Fig. 1: run 1, gate families picked out
The bar under the picture is 50 um long.
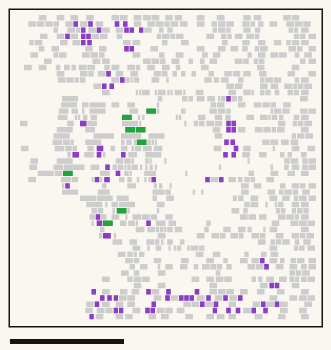
Fig. 2: run 1, congestion heat map
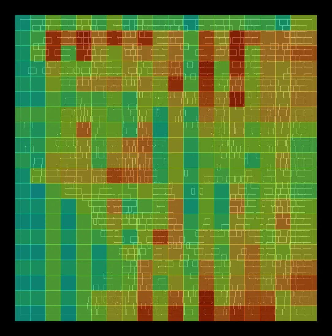
Fig. 3: run 1, wiring by layer
The bar under the picture is 50 um long.
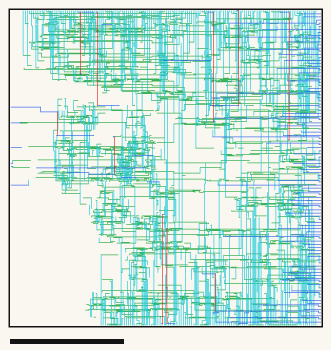
File: src/rtl/corevx_bus_arbiter.sv
// 2:1 round-robin arbiter merging the instruction (i_*) and data (d_*) masters onto one
// memory port (m_*). The grant is held for a whole burst, and a per-grant watchdog aborts stalled accesses.
module corevx_bus_arbiter #(
    parameter int ADDR_W  = 34,
    parameter int DATA_W  = 32,
    parameter int TIMEOUT = 1023
) (
    input  logic                  clk,
    input  logic                  rst,
    input  logic                  i_transaction,
    input  logic [2:0]            i_cmd,
    input  logic [ADDR_W-1:0]     i_address,
    input  logic [3:0]            i_burstcount,
    input  logic [DATA_W-1:0]     i_wdata,
    input  logic [DATA_W/8-1:0]   i_wbyte_enable,
    output logic                  i_transaction_done,
    output logic [2:0]            i_transaction_response,
    output logic [DATA_W-1:0]     i_rdata,
    input  logic                  d_transaction,
    input  logic [2:0]            d_cmd,
    input  logic [ADDR_W-1:0]     d_address,
    input  logic [3:0]            d_burstcount,
    input  logic [DATA_W-1:0]     d_wdata,
    input  logic [DATA_W/8-1:0]   d_wbyte_enable,
    output logic                  d_transaction_done,
    output logic [2:0]            d_transaction_response,
    output logic [DATA_W-1:0]     d_rdata,
    output logic                  m_transaction,
    output logic [2:0]            m_cmd,
    output logic [ADDR_W-1:0]     m_address,
    output logic [3:0]            m_burstcount,
    output logic [DATA_W-1:0]     m_wdata,
    output logic [DATA_W/8-1:0]   m_wbyte_enable,
    input  logic                  m_transaction_done,
    input  logic [2:0]            m_transaction_response,
    input  logic [DATA_W-1:0]     m_rdata,
    output logic                  grant_i,
    output logic                  grant_d,
    output logic                  timeout_event,
    output logic [1:0]            o_dbg_state
);

    localparam int WDOG_W = (TIMEOUT > 1) ? $clog2(TIMEOUT + 1) : 1;
    localparam logic [WDOG_W-1:0] WDOG_MAX = WDOG_W'(TIMEOUT);

    typedef enum logic [1:0] {
        ST_IDLE    = 2'd0,
        ST_GRANT_I = 2'd1,
        ST_GRANT_D = 2'd2
    } state_t;

    state_t              r_state;
    state_t              w_next_state;
    logic                r_last_d;
    logic [3:0]          r_beat_cnt;
    logic [WDOG_W-1:0]   r_wdog;

    logic                w_in_grant;
    logic                w_own_d;
    logic                w_own_txn;
    logic [3:0]          w_own_bc;
    logic [3:0]          w_bc_eff;
    logic                w_done;
    logic                w_last_beat;
    logic                w_timeout;
    logic                w_abandon;

    // Handshake: a master holds x_transaction (and its request fields) until the
    // done pulse of its final beat; each m_transaction_done completes exactly one beat.
    function automatic state_t f_arb(input logic req_i, input logic req_d, input logic last_d);
        if (req_i && req_d) begin
            return last_d ? ST_GRANT_I : ST_GRANT_D;
        end else if (req_d) begin
            return ST_GRANT_D;
        end else if (req_i) begin
            return ST_GRANT_I;
        end
        return ST_IDLE;
    endfunction

    assign w_in_grant  = (r_state != ST_IDLE);
    assign w_own_d     = (r_state == ST_GRANT_D);
    assign w_own_txn   = w_own_d ? d_transaction : i_transaction;
    assign w_own_bc    = w_own_d ? d_burstcount : i_burstcount;
    assign w_bc_eff    = (w_own_bc == 4'd0) ? 4'd1 : w_own_bc;
    assign w_done      = w_in_grant && m_transaction_done;
    assign w_last_beat = w_done && ((({1'b0, r_beat_cnt} + 5'd1) == {1'b0, w_bc_eff}) ||
                                    (m_transaction_response != 3'd0));
    // A pending done always beats an expiring watchdog.
    assign w_timeout   = (TIMEOUT != 0) && w_in_grant && !m_transaction_done && (r_wdog == WDOG_MAX);
    // A re-grant whose request was withdrawn before any beat simply releases the port.
    assign w_abandon   = w_in_grant && !w_done && !w_timeout && !w_own_txn && (r_beat_cnt == 4'd0);

    always_ff @(posedge clk) begin
        if (rst) begin
            r_state    <= ST_IDLE;
            r_last_d   <= 1'b0;
            r_beat_cnt <= 4'd0;
            r_wdog     <= '0;
        end else begin
            r_state <= w_next_state;
            if (w_last_beat || w_timeout) begin
                r_last_d <= w_own_d;
            end
            if (w_done) begin
                r_beat_cnt <= w_last_beat ? 4'd0 : r_beat_cnt + 4'd1;
            end else if (w_next_state != r_state) begin
                r_beat_cnt <= 4'd0;
            end
            if (w_in_grant && !w_done && (w_next_state == r_state)) begin
                r_wdog <= r_wdog + 1'b1;
            end else begin
                r_wdog <= '0;
            end
        end
    end

    always_comb begin
        w_next_state = r_state;
        case (r_state)
            ST_IDLE: w_next_state = f_arb(i_transaction, d_transaction, r_last_d);
            ST_GRANT_I,
            ST_GRANT_D: begin
                if (w_last_beat) begin
                    w_next_state = f_arb(i_transaction, d_transaction, w_own_d);
                end else if (w_timeout || w_abandon) begin
                    w_next_state = ST_IDLE;
                end
            end
            default: w_next_state = ST_IDLE;
        endcase
    end

    always_comb begin
        m_transaction          = 1'b0;
        m_cmd                  = 3'd0;
        m_address              = '0;
        m_burstcount           = 4'd0;
        m_wdata                = '0;
        m_wbyte_enable         = '0;
        i_transaction_done     = 1'b0;
        i_transaction_response = 3'd0;
        i_rdata                = '0;
        d_transaction_done     = 1'b0;
        d_transaction_response = 3'd0;
        d_rdata                = '0;
        grant_i                = 1'b0;
        grant_d                = 1'b0;
        timeout_event          = w_timeout && !rst;
        o_dbg_state            = r_state;
        case (r_state)
            ST_GRANT_I: begin
                grant_i                = 1'b1;
                m_transaction          = i_transaction && !w_timeout;
                m_cmd                  = i_cmd;
                m_address              = i_address;
                m_burstcount           = i_burstcount;
                m_wdata                = i_wdata;
                m_wbyte_enable         = i_wbyte_enable;
                i_transaction_done     = (m_transaction_done || w_timeout) && !rst;
                i_transaction_response = w_timeout ? 3'b111 : m_transaction_response;
                i_rdata                = m_rdata;
            end
            ST_GRANT_D: begin
                grant_d                = 1'b1;
                m_transaction          = d_transaction && !w_timeout;
                m_cmd                  = d_cmd;
                m_address              = d_address;
                m_burstcount           = d_burstcount;
                m_wdata                = d_wdata;
                m_wbyte_enable         = d_wbyte_enable;
                d_transaction_done     = (m_transaction_done || w_timeout) && !rst;
                d_transaction_response = w_timeout ? 3'b111 : m_transaction_response;
                d_rdata                = m_rdata;
            end
            default: ;
        endcase
    end

    // Dropping the request after a beat has completed is a master protocol violation.
    a_no_drop_i: assert property (@(posedge clk) disable iff (rst)
        (r_state == ST_GRANT_I && r_beat_cnt != 4'd0) |-> i_transaction);
    a_no_drop_d: assert property (@(posedge clk) disable iff (rst)
        (r_state == ST_GRANT_D && r_beat_cnt != 4'd0) |-> d_transaction);

endmodule

File: config.mk
export PLATFORM = sky130hd
export DESIGN_NAME = corevx_bus_arbiter
export DESIGN_NICKNAME = d
export VERILOG_FILES = /design/src/rtl/corevx_bus_arbiter.sv
export SDC_FILE = /design/constraint.sdc
export NUM_CORES = 1
export LEC_CHECK = 0
export CAP_MARGIN = 15
export CORE_AREA = 2 2 134 136
export CTS_CLUSTER_SIZE = 12
export DETAILED_ROUTE_END_ITERATION = 8
export DIE_AREA = 0 0 136 138
export GPL_TIMING_DRIVEN = 0
export PLACE_DENSITY_LB_ADDON = 0.12
export SLEW_MARGIN = 40
export SYNTH_ARGS = -nofsm -noshare
export SYNTH_HDL_FRONTEND = slang
export SYNTH_SLANG_ARGS = --single-unit
File: constraint.sdc
create_clock -name clk -period 7 [get_ports clk]
set_clock_uncertainty 0.1 [all_clocks]
set_input_delay 0.7 -clock clk [delete_from_list [all_inputs] [get_ports clk]]
set_output_delay 0.7 -clock clk [all_outputs]
set_load 0.01 [all_outputs]
==> results.sh, run 1 <==
# flow metrics
export IMPL_status="completed"
export IMPL_place_port_buffers=348
export IMPL_crit_path_start="o_dbg_state[1]"
export IMPL_power_static_leakage_nw=2.237
export IMPL_setup_violations=0
export IMPL_timing_critical_path_fanout_max=10
export IMPL_std_cell_rows=49
export IMPL_yosysChipArea_um2=3017
export IMPL_holdCritPathClass="reg -> reg"
export IMPL_ys_warn_count=0
export IMPL_clock_tree_htree_level_count=1
export IMPL_flow_area_growth_from_synthesis_pct=127.6
export IMPL_critical_path_max_stage_delay_ps=570
export IMPL_synth_flop_count=17
export IMPL_layout_top_cell_excl_fill_tap="sky130_fd_sc_hd__clkdlybuf4s50_1"
export IMPL_tritoncts="done"
export IMPL_tritoncts_num_buffers=3
export IMPL_cp_buffers_inverters=5
export IMPL_most_used_cells_in_the_layout_excluding_fill_and_tap_cells="sky130_fd_sc_hd__clkdlybuf4s50_1, sky130_fd_sc_hd__nor2b_1, sky130_fd_sc_hd__a22oi_1"
export IMPL_crit_path_frequent_cell="sky130_fd_sc_hd__clkbuf_1"
export IMPL_top_area_frac=0.1916
export IMPL_n_fill_cell=1817
export IMPL_tally_of_openroad_warnings=31
export IMPL_critPathLaunchType="flop"
export IMPL_pwr_density_cell_nw_per_um2=105.1
export IMPL_clk_pin_slew_worst_paths_ps=50
export IMPL_die_width_um=136
export IMPL_core_um2=17530
export IMPL_cts_path_max_buffers=2
export IMPL_net_count_of_the_finished_layout=966
export IMPL_synth_area_leader_cell="sky130_fd_sc_hd__a22oi_1"
export IMPL_yosysSeqAreaShare=0.1128
export IMPL_top_level_i_o_count=349
export IMPL_syn_nets=613
Back to the opening pictures, Fig. 1:
- adder and majority cells: green (cells 8; most used ha_1)
- AND and OR gates: purple (cells 81; most used and2_1)

Back to the opening pictures, Fig. 2:
average wire length per cell after detail routing: 19.62 um
met3 Usage GRT: 0.04547
fraction of met2 tracks used by global routing: 0.3565
GRT Resource Usage Total: 0.1944
layer with the highest usage: met2

Back to the opening pictures, Fig. 3:
- metal 2: cyan (wire length 9860 um)
- metal 3: blue (wire length 1490 um)
- metal 4: red (wire length 345 um)
- metal 1: green (wire length 7770 um)
WL final: 19470 um
routed vias: 4346

[run 1: where the power goes]
group	internal, mW	switching, mW
registers	0.0987	0.00362
logic	0.281	0.223
clock network	0.0765	0.0394
total	0.456	0.266
[run 1: synth_stat cells, types with 3 or more instances]
library cell               number
sky130_fd_sc_hd__buf_6          3
sky130_fd_sc_hd__mux2_4         3
sky130_fd_sc_hd__clkbuf_1      29
sky130_fd_sc_hd__inv_1          6
sky130_fd_sc_hd__nand4_1        3
sky130_fd_sc_hd__a22oi_1       77
sky130_fd_sc_hd__nor2_1        12
sky130_fd_sc_hd__xnor2_1        4
sky130_fd_sc_hd__nor2b_1       78
sky130_fd_sc_hd__and2_1        68
sky130_fd_sc_hd__nand2_1       13
sky130_fd_sc_hd__ha_1           8
sky130_fd_sc_hd__dfxtp_1       17
sky130_fd_sc_hd__and4_1         3
sky130_fd_sc_hd__xor2_1         6
sky130_fd_sc_hd__mux2i_1        5
sky130_fd_sc_hd__buf_1          8
sky130_fd_sc_hd__o21a_1         7
sky130_fd_sc_hd__nor4_2        10
sky130_fd_sc_hd__nand2b_1       4
sky130_fd_sc_hd__a21oi_1        4
[run 1: registers in the layout (all words and copies together), names as in the netlist]
register,count
r_beat_cnt,4
o_dbg_state,2
r_wdog,10
r_last_d,1
[run 1: worst min-delay path by stage]
| stage | from | endpoint | slack [ps] | depth (start not counted) |
|---|---|---|---|---|
| after global routing | r_wdog[0] | r_wdog[0] | 390 | 1 |
| after global placement | r_wdog[0] | r_wdog[0] | 360 | 1 |
| after floorplan | r_wdog[0] | r_wdog[0] | 340 | 1 |
| after CTS | r_wdog[0] | r_wdog[0] | 370 | 1 |
| final | r_wdog[0] | r_wdog[0] | 380 | 1 |
| after detailed placement | r_wdog[0] | r_wdog[0] | 360 | 1 |
[run 1: through the flow]
stage / hold slack, ps / cell area, um2 / util / std cells
after floorplan: 335.0 / 3017 / - / 411
after global placement: 355.4 / 6787 / 0.3870 / 988
after detailed placement: 363.4 / 6787 / 0.3870 / 988
after CTS: 374.7 / 6867 / 0.3916 / 992
after global routing: 389.0 / 6867 / 0.3916 / 992
final: 378.2 / 6867 / 0.3916 / 992
[run 1: layout make-up]
type	count	area, um2	area share
multi-input combinational	348	2481	0.3613
sequential	17	340.3	0.04956
inverter	6	22.52	0.003280
tap	229	286.5	0.04173
clock buffer	3	75.07	0.01093
clock inverter	1	5.005	0.0007289
buffer	40	172.7	0.02515
timing repair buffer	348	3483	0.5073
[run 1: cells by family after synthesis]
logic type | after synthesis | synth area share
AOI/OAI and AO/OA | 112 | 0.2816
xor gates and xnor gates | 10 | 0.02903
adders and majority gates | 8 | 0.03318
buffers and inverters | 46 | 0.06470
DFF | 17 | 0.1128
muxes | 10 | 0.03899
and+or+nand+nor | 208 | 0.4397
[run 1: layer usage]
layer,track usage,vias to the layer above,wire length [um]
li1,-,2178,-
met1,0.2306,2002,7770
met2,0.3565,146,9860
met3,0.04547,20,1489
met4,0.03235,0,344
met5,0,-,0
==> run 2, diff against run 1 <==
--- a/config.mk
+++ b/config.mk
@@ -6,10 +6,10 @@
 export NUM_CORES = 1
 export LEC_CHECK = 0
 export CAP_MARGIN = 15
-export CORE_AREA = 2 2 134 136
+export CORE_AREA = 2 2 135 137
 export CTS_CLUSTER_SIZE = 12
 export DETAILED_ROUTE_END_ITERATION = 8
-export DIE_AREA = 0 0 136 138
+export DIE_AREA = 0 0 137 139
 export GPL_TIMING_DRIVEN = 0
 export PLACE_DENSITY_LB_ADDON = 0.12
 export SLEW_MARGIN = 40
==> constraint.sdc (replaced) <==
create_clock -name clk -period 3.2 [get_ports clk]
set_clock_uncertainty 0.1 [all_clocks]
set_input_delay 0.32 -clock clk [delete_from_list [all_inputs] [get_ports clk]]
set_output_delay 0.32 -clock clk [all_outputs]
set_load 0.01 [all_outputs]
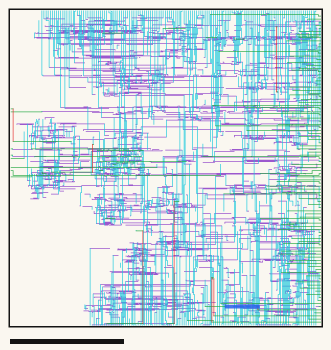
Fig. 4. Wiring by layer (run 2).
The bar under the picture is 50 um long.
- metal 2: cyan (wire length 10300 um)
- metal 5: blue (wire length 13.8 um)
- metal 1: purple (wire length 7920 um)
- metal 3: green (wire length 1810 um)
- metal 4: red (wire length 187 um)
WL final: 20260 um
GRT Resource Usage Total: 0.1944
average wire length per cell after detail routing: 20.44 um
routed vias: 4391

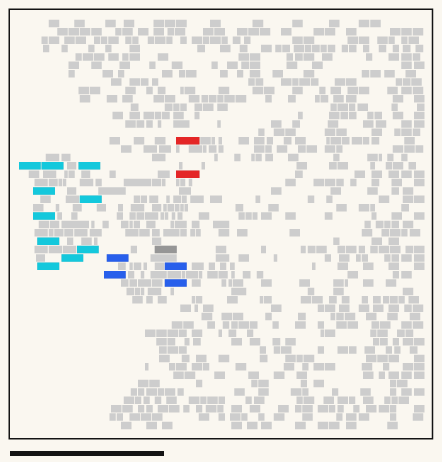
Fig. 5. Where the registers sit (run 2).
The bar under the picture is 50 um long. Other sequential cells in the stronger gray, the rest of the logic in the fainter gray.
- r_beat_cnt: blue (sequential cells 4)
- r_wdog: cyan (sequential cells 10; where west)
- o_dbg_state: red (sequential cells 2)
- not colored: 1

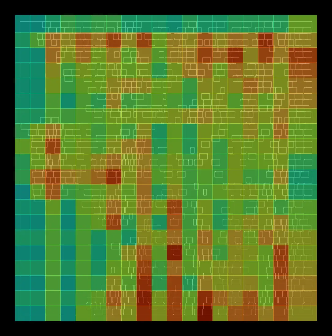
Fig. 6. Congestion heat map (run 2).
GR Util met1: 0.2276
final cell utilization of the core: 0.3921
met3 Usage GRT: 0.05446

==> run 2 against run 1 <==
Wire length is 4.1% higher. Sequential power up 120%. Global-route usage barely moved. Hold slack got worse by 4.1 ps. Cell area up 0.82%. Synthesized cell count is the same. Synthesized area is the same. Clock power is 120% higher. Non-clock buffer count shrank 2. Clock-buffer cell count is 1 higher. Flip-flop count did not move. Critical path depth grew 1.
==> results.sh, run 2 <==
# flow metrics
export IMPL_status="completed"
export IMPL_most_used_cells_in_the_layout_excluding_fill_and_tap_cells="sky130_fd_sc_hd__clkdlybuf4s50_1, sky130_fd_sc_hd__nor2b_1, sky130_fd_sc_hd__a22oi_1"
export IMPL_clock_tree_htree_level_count=1
export IMPL_syn_nets=613
export IMPL_flip_flop_count_of_the_largest_register_after_layout=10
export IMPL_timing_critical_path_fanout_max=11
export IMPL_tritoncts="done"
export IMPL_yosysChipArea_um2=3017
export IMPL_largest_register="r_wdog"
export IMPL_cts_path_max_buffers=2
export IMPL_switching_share=0.3685
export IMPL_n_fill_cell=1783
export IMPL_tally_of_openroad_warnings=31
export IMPL_top_area_frac=0.1916
export IMPL_die_width_um=137
export IMPL_placedCellCount=988
export IMPL_whs_ps=374.1
export IMPL_met2_wirelength_um=10330
export IMPL_flow_area_growth_from_synthesis_pct=129.5
export IMPL_power_switching_mw=0.5915
export IMPL_top_level_i_o_count=349
export IMPL_net_count_of_the_finished_layout=964
export IMPL_clk_pin_slew_worst_paths_ps=50
export IMPL_post_synth_top_count_cell="sky130_fd_sc_hd__nor2b_1"
export IMPL_topRoutingLayerUsed="met5"
export IMPL_pwr_density_cell_nw_per_um2=231.8
export IMPL_p_int_mw=1.014
export IMPL_finalNonFillerCells=991
export IMPL_clkPwrFrac=0.161
export IMPL_power_static_leakage_nw=2.300
export IMPL_critPathLaunchType="flop"
export IMPL_core_um2=17660
-- run 2: cell counts after synthesis --
Identical to the previous run, type by type.
-- run 2: layer usage --
layer | vias to the layer above | GRT usage
met5 | - | 0
met4 | 2 | 0.02170
met3 | 16 | 0.05446
met2 | 153 | 0.3577
met1 | 2041 | 0.2276
li1 | 2179 | -
-- run 2: area by class of cell --
cell class | count | share of cell area
diodes | 1 | 0.0003615
plain buffers | 37 | 0.02639
clock buffers | 4 | 0.01139
inverters | 6 | 0.003253
multi-input cells | 348 | 0.3635
flip-flops and latches | 17 | 0.04952
well taps | 229 | 0.04139
repair buffers | 349 | 0.5042
-- run 2: worst max-delay path, cell delays in order, from the launching register on --
cell and delay (ps):
sky130_fd_sc_hd__dfxtp_1 360, sky130_fd_sc_hd__ha_1 240, sky130_fd_sc_hd__and4_1 280, sky130_fd_sc_hd__and3_1 250, sky130_fd_sc_hd__and2_4 240, sky130_fd_sc_hd__nor2_1 70, sky130_fd_sc_hd__nor2_2 140, sky130_fd_sc_hd__and2_1 150
sky130_fd_sc_hd__clkdlybuf4s50_1 570
-- run 2: final timing paths --
| check | start | endpoint | slack, ps | cells past startpoint |
|---|---|---|---|---|
| worst max register to register | o_dbg_state[0] | r_wdog[3] | 240 | 11 |
| worst max-delay path | r_wdog[0] | i_transaction_done | 230 | 8 |
| worst min register to register | r_wdog[0] | r_wdog[0] | 370 | 1 |
| worst min-delay path | r_wdog[0] | r_wdog[0] | 370 | 1 |
-- run 2: logic make-up (layout without fill, tap and decap cells) --
group                    count (synthesis)  in the layout  synth area share
multiplexers                            10             10           0.03899
flip-flops                              17             17            0.1128
XOR/XNOR                                10             10           0.02903
adder cells (fa/ha/maj)                  8              8           0.03318
buffers and inverters                   46            396           0.06470
other                                    0              1                 0
AND-OR/OR-AND                          112            112            0.2816
AND/OR/NAND/NOR                        208            208            0.4397
-- run 2: power by group through the flow --
stage,Combinational [mW],Sequential (mW),Clock [mW]
2_1_floorplan,0.487,0.227,0
3_3_place_gp,1.10,0.227,0
3_5_place_dp,1.11,0.227,0
4_1_cts,1.12,0.223,0.263
5_1_grt,1.20,0.225,0.272
6_report,1.12,0.223,0.258
-- run 2: timing repair --
item                                    4_1_cts  5_1_grt
hold buffers                                  0        0
pin swaps                                     0        2
gates resized                                 8       27
endpoints found under the setup margin       73       83
setup buffers                                 0        1
-- run 2: metrics by stage --
stage	instance area, um2	setup WS, ps	util
floorplan	3017	402.4	-
global placement	6787	-31.95	0.3844
detailed placement	6787	-88.74	0.3844
CTS	6867	27.43	0.3889
global route	6923	56.28	0.3921
finish	6923	231.6	0.3921
Power and IR drop assume default switching activity.
